### src/rtl/calc_entry_fsm.sv
// Four-bit signed calculator entry controller: synchronised buttons drive an
// operand/operation entry FSM that registers a saturated 6-bit result.
module calc_entry_fsm #(
  parameter int SYNC_STAGES = 2
) (
  input  logic       clk,
  input  logic       reset,
  input  logic [3:0] sw,
  input  logic [1:0] op_sel,
  input  logic       btn_enter,
  input  logic       btn_mode,
  input  logic       btn_clear,
  output logic [5:0] data,
  output logic       data_valid,
  output logic       overflow,
  output logic       display_mode,
  output logic [1:0] state
);

  localparam int unsigned NUM_BTN = 3;
  localparam int unsigned BTN_ENTER = 0;
  localparam int unsigned BTN_MODE  = 1;
  localparam int unsigned BTN_CLEAR = 2;

  typedef enum logic [1:0] {
    S_A   = 2'b00,
    S_B   = 2'b01,
    S_OP  = 2'b10,
    S_RES = 2'b11
  } state_t;

  logic [NUM_BTN-1:0][SYNC_STAGES-1:0] sync_q;
  logic [NUM_BTN-1:0]                  btn_raw;
  logic [NUM_BTN-1:0]                  level;
  logic [NUM_BTN-1:0]                  prev_q;
  logic [NUM_BTN-1:0]                  pulse;
  logic                                enter_pulse;
  logic                                mode_pulse;
  logic                                clear_pulse;

  state_t            state_q;
  state_t            state_next;
  logic [3:0]        a_q;
  logic [3:0]        b_q;
  logic [3:0]        a_next;
  logic [3:0]        b_next;
  logic [5:0]        data_next;
  logic              valid_next;
  logic              ovf_next;
  logic              mode_next;

  logic [5:0]        a6;
  logic [5:0]        b6;
  logic signed [7:0] a8;
  logic signed [7:0] b8;
  logic signed [7:0] prod;
  logic [3:0]        and4;
  logic [5:0]        result;
  logic              result_ovf;

  assign btn_raw = {btn_clear, btn_mode, btn_enter};

  // Synchroniser chains plus the previous-level flop for edge detection
  always_ff @(posedge clk) begin
    if (reset) begin
      sync_q <= '0;
      prev_q <= '0;
    end else begin
      for (int i = 0; i < int'(NUM_BTN); i++) begin
        sync_q[i] <= {sync_q[i][SYNC_STAGES-2:0], btn_raw[i]};
      end
      prev_q <= level;
    end
  end

  always_comb begin
    for (int i = 0; i < int'(NUM_BTN); i++) begin
      level[i] = sync_q[i][SYNC_STAGES-1];
    end
  end

  assign pulse       = level & ~prev_q;
  assign enter_pulse = pulse[BTN_ENTER];
  assign mode_pulse  = pulse[BTN_MODE];
  assign clear_pulse = pulse[BTN_CLEAR];

  // Result of the selected operation on the captured operands
  always_comb begin
    a6         = {{2{a_q[3]}}, a_q};
    b6         = {{2{b_q[3]}}, b_q};
    a8         = {{4{a_q[3]}}, a_q};
    b8         = {{4{b_q[3]}}, b_q};
    prod       = a8 * b8;
    and4       = a_q & b_q;
    result     = '0;
    result_ovf = 1'b0;
    case (op_sel)
      2'b00: result = a6 + b6;
      2'b01: result = a6 - b6;
      2'b10: begin
        if (prod > 8'sd31) begin
          result     = 6'b011111;
          result_ovf = 1'b1;
        end else if (prod < -8'sd32) begin
          result     = 6'b100000;
          result_ovf = 1'b1;
        end else begin
          result = prod[5:0];
        end
      end
      default: result = {{2{and4[3]}}, and4};
    endcase
  end

  always_ff @(posedge clk) begin
    if (reset) begin
      state_q <= S_A;
    end else begin
      state_q <= state_next;
    end
  end

  // Next state: clear wins over enter
  always_comb begin
    state_next = state_q;
    if (clear_pulse) begin
      state_next = S_A;
    end else if (enter_pulse) begin
      case (state_q)
        S_A:     state_next = S_B;
        S_B:     state_next = S_OP;
        S_OP:    state_next = S_RES;
        default: state_next = S_A;
      endcase
    end
  end

  // Next values of operands and result registers; mode toggles independently
  always_comb begin
    a_next     = a_q;
    b_next     = b_q;
    data_next  = data;
    valid_next = data_valid;
    ovf_next   = overflow;
    mode_next  = display_mode ^ mode_pulse;
    if (clear_pulse) begin
      data_next  = '0;
      valid_next = 1'b0;
      ovf_next   = 1'b0;
    end else if (enter_pulse) begin
      case (state_q)
        S_A: a_next = sw;
        S_B: b_next = sw;
        S_OP: begin
          data_next  = result;
          ovf_next   = result_ovf;
          valid_next = 1'b1;
        end
        default: valid_next = 1'b0;
      endcase
    end
  end

  always_ff @(posedge clk) begin
    if (reset) begin
      a_q          <= '0;
      b_q          <= '0;
      data         <= '0;
      data_valid   <= 1'b0;
      overflow     <= 1'b0;
      display_mode <= 1'b0;
    end else begin
      a_q          <= a_next;
      b_q          <= b_next;
      data         <= data_next;
      data_valid   <= valid_next;
      overflow     <= ovf_next;
      display_mode <= mode_next;
    end
  end

  assign state = state_q;

endmodule

### config.mk
export PLATFORM = sky130hd
export DESIGN_NAME = calc_entry_fsm
export DESIGN_NICKNAME = d
export VERILOG_FILES = /design/src/rtl/calc_entry_fsm.sv
export SDC_FILE = /design/constraint.sdc
export NUM_CORES = 1
export LEC_CHECK = 0
export CAP_MARGIN = 40
export CORE_MARGIN = 4
export CORE_UTILIZATION = 30
export CTS_CLUSTER_DIAMETER = 60
export DETAILED_ROUTE_END_ITERATION = 10
export PLACE_DENSITY = 0.57
export SYNTH_ARGS = -nofsm -noshare
export SYNTH_HDL_FRONTEND = slang
export SYNTH_SLANG_ARGS = --single-unit
### constraint.sdc
create_clock -name clk -period 5.36 [get_ports clk]
set_clock_uncertainty 0.05 [all_clocks]
set_input_delay 1.072 -clock clk [delete_from_list [all_inputs] [get_ports clk]]
set_output_delay 1.072 -clock clk [all_outputs]
set_load 0.01 [all_outputs]
==> Slide: Implementation Results <==
Synthesis and Place & Route Summary

Setup path
  – Slowest library cell on the worst path: dfxtp_1
  – CP required: 5.48 ns
  – CP most frequent cell: fa_1
  – Crit path largest cell delay: 0.55 ns
  – Worst setup path category: reg2reg
  – Worst-path maximum fanout: 9
  – CP endpoint kind: flop
  – WP data arrival: 4.46 ns
  – CP startpoint kind: flop
  – Crit-path cells: nand2_1, fa_1, fa_1, inv_1, fa_1, ha_1, fa_1, a21o_1, a21oi_1, xnor3_2, o311ai_1, a31oi_1

Placement
  – Number of port buffers: 21
  – Placed cells: 345
  – Pre-CTS setup slack: 0.980 ns
  – Placed cell area: 0.00246 mm^2
  – Post-detail-place hpwl: 3710 um
  – Gpl congestion: 0.833

Layout
  – Final instance area: 0.00254 mm^2
  – Register area: 561 um^2
  – Final core utilization: 0.367
  – Area Overhead vs Synth: 16.5%
  – Multi-input gate area: 0.00150 mm^2
  – Final std cells w/o fill: 349
  – Share of cells above drive strength 1: 0.0791
  – FILL cells: 738
  – Final-stage net count: 300
  – Ant diodes: 0

Floorplan
  – Total die area: 0.00868 mm^2
  – Chip width: 93.2 um
  – Die H: 93.2 um
  – Core area: 0.00691 mm^2
  – # rows: 30
  – FP Util: 0.315
  – I/O pin total: 22

Final timing
  – Hold WS: 0.392 ns
  – Min setup slack post-route: 1.03 ns
  – Fin crit period: 4.33 ns
  – Final Hold Fails: 0
  – Worst-margin pin slew: 0.677 ns
  – Final Max Slew Viols: 0
  – Fmax: 0.231 GHz
  – Final Setup Violations: 0
  – Tcrit/Tclk final: 0.809
  – Setup TNS: 0 ns
  – Max-slew headroom: 0.547
  – Unrepaired setup endpoints after global routing: no

Pwr
  – Pwr/cell area: 170 mW/mm^2
  – Power share of the clock group: 0.396
  – P_leak: 1.11 nW
  – Int Pwr: 0.334 mW
  – Peak supply drop: 0.0824 mV
  – Flop pwr share: 0.501
  – Sw power: 0.0972 mW
  – Tot Pwr: 0.431 mW
  – Logic pwr share: 0.102
  – Switching part of the total: 0.225

GRT
  – Largest net degree at the start of global routing: 21
  – Antenna violations before repair: 0
  – All-layer global routing usage: 0.111
  – GRT Residual Overflow: 0
  – Global-route wire length before repair: 7810 um
  – Vias in the first global route: 1599

CTS
  – H-tree depth: 1
  – Hold buffer count at cts: 0
  – Post-CTS resize count: 0
  – CTS tree: built
  – CTS Buffer Depth: 2
  – Clock-pin slew on the worst setup and hold paths: 0.10 ns
  – Root buffer cell: clkbuf_8
  – Clock Sinks: 28
  – Post-CTS Setup Bufs: 0

Synthesis
  – Post-Syn Nets: 281
  – Ys flop type: dfxtp_1
  – Synth area leader: dfxtp_1
  – Yosys warnings: 0
  – Synthesized area: 0.00218 mm^2
  – Register area share after synthesis: 0.257
  – Synth Instances: 235
  – Yosys cell count: 235
  – Ys async rst share: 0
  – Yosys stat area: 0.00218 mm^2
  – Top cells by area: dfxtp_1 (26%), ha_1 (14%), fa_1 (10%)
  – Syn Area/Cell: 9.26 um^2
  – Post-synth EDFFs: 0
  – Synthesized registers: 28
  – Yosys cell types: 52
  – Dominant cell area share: 0.257

Flow run
  – Max-cap violations: 0
  – OpenROAD warning count: 33

Outcome
  – Outcome: finished, final reports clean

Route
  – 1st-iter DRT viols: 94
  – Residual DRC: 0
  – Post-route ant nets: 0
  – Detailed Routing Iterations Pass 1: 4
  – Via Count: 1694
  – Via density: 4.85

Hold path
  – HP Class: reg2reg
[worst max-delay path, delay by kind of cell (launching register included)]
| family | cells | cell delay, ns |
|---|---|---|
| adders and majority gates | 5 | 2.12 |
| AOI/OAI and AO/OA | 4 | 0.78 |
| DFF | 1 | 0.55 |
| xor gates and xnor gates | 1 | 0.54 |
| and+or+nand+nor | 1 | 0.13 |
| buffers and inverters | 1 | 0.05 |
[cell usage in the layout (no fill, tap or decap), types with 4 or more instances in the layout]
| cell | instances |
|---|---|
| dfxtp_1 | 28 |
| nor2_1 | 27 |
| ha_1 | 24 |
| clkdlybuf4s50_1 | 21 |
| inv_1 | 18 |
| a21oi_1 | 14 |
| nor2b_1 | 12 |
| fa_1 | 11 |
| mux2i_1 | 10 |
| nand2_1 | 8 |
| o21ai_0 | 6 |
| and2_1 | 4 |
| a211oi_1 | 4 |
[sequential cells by signal, indices dropped and copies added (netlist names)]
| signal | count |
|---|---|
| prev_q | 3 |
| data | 6 |
| sync_q | 3 |
| overflow | 1 |
| state | 2 |
| b_q | 4 |
| a_q | 4 |
| display_mode | 1 |
| level | 3 |
| data_valid | 1 |
[routing by layer]
metal	vias up	wire, um	track usage
met2	36	1990	0.168
met5	-	0	0
met3	4	251	0.0233
met4	0	61	0.0317
li1	856	-	-
met1	798	2240	0.159
[final timing paths]
kind                            startpoint        to  slack (ns)  depth (start not counted)
worst max-delay path                a_q[1]   data[0]        1.03                         12
worst min-delay path             sync_q[0]  level[0]        0.39                          1
worst max register to register      a_q[1]   data[0]        1.03                         12
worst min register to register   sync_q[0]  level[0]        0.39                          1
[synthesized netlist by cell type, types with 3 or more instances]
| master | number |
|---|---|
| xnor2_1 | 3 |
| and3_1 | 3 |
| a31oi_1 | 3 |
| a211oi_1 | 4 |
| mux2i_1 | 10 |
| ha_1 | 24 |
| and2b_2 | 3 |
| nand2_1 | 8 |
| nor2b_1 | 12 |
| nor2_1 | 27 |
| clkbuf_1 | 4 |
| o211ai_1 | 3 |
| dfxtp_1 | 28 |
| nand2b_1 | 3 |
| nor3_1 | 3 |
| a21oi_1 | 14 |
| o21ai_0 | 6 |
| nand3_1 | 3 |
| and2_1 | 4 |
| fa_1 | 11 |
| inv_1 | 18 |
[cell families (layout without fill, tap and decap cells)]
logic type / Yosys count / in the layout / synth area share
adders and majority gates: 35 / 35 / 0.239
muxes: 10 / 10 / 0.0460
AOI/OAI and AO/OA: 49 / 49 / 0.164
xor gates and xnor gates: 6 / 6 / 0.0374
DFF: 28 / 28 / 0.257
buffers and inverters: 26 / 44 / 0.0523
and+or+nand+nor: 81 / 81 / 0.203
[power by group through the flow]
stage | sequential (mW) | clock [mW] | combinational, mW
final | 0.216 | 0.171 | 0.0441
after global routing | 0.217 | 0.182 | 0.0495
after CTS | 0.216 | 0.176 | 0.0445
after detailed placement | 0.221 | 0 | 0.0442
after global placement | 0.221 | 0 | 0.0443
after floorplan | 0.221 | 0 | 0.0289
[cell type report]
type                            count  share of cell area
Tap cell                           96              0.0474
Multi-Input combinational cell    181               0.593
Clock inverter                      1              0.0118
Timing Repair Buffer               21              0.0829
Sequential cell                    28               0.221
Clock buffer                        3              0.0163
Inverter                           19              0.0281
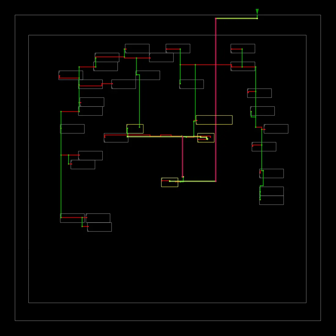
**Above:** the clock network.
cts bufs inserted: 3
FFs & Latches: 28
clk_lat worst skew: 0.29 ns
P_clk: 0.171 mW

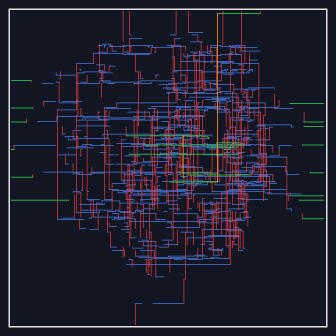
**Above:** metal layers overlaid.
- metal 1: blue (wire length 2240 um)
- metal 4: orange (wire length 61.9 um)
- metal 3: green (wire length 251 um)
- metal 2: red (wire length 1990 um)
Avg WL per Cell: 13.0 um
Routed WL: 4540 um

No activity file was given, so power comes from the tool's default toggle rates.
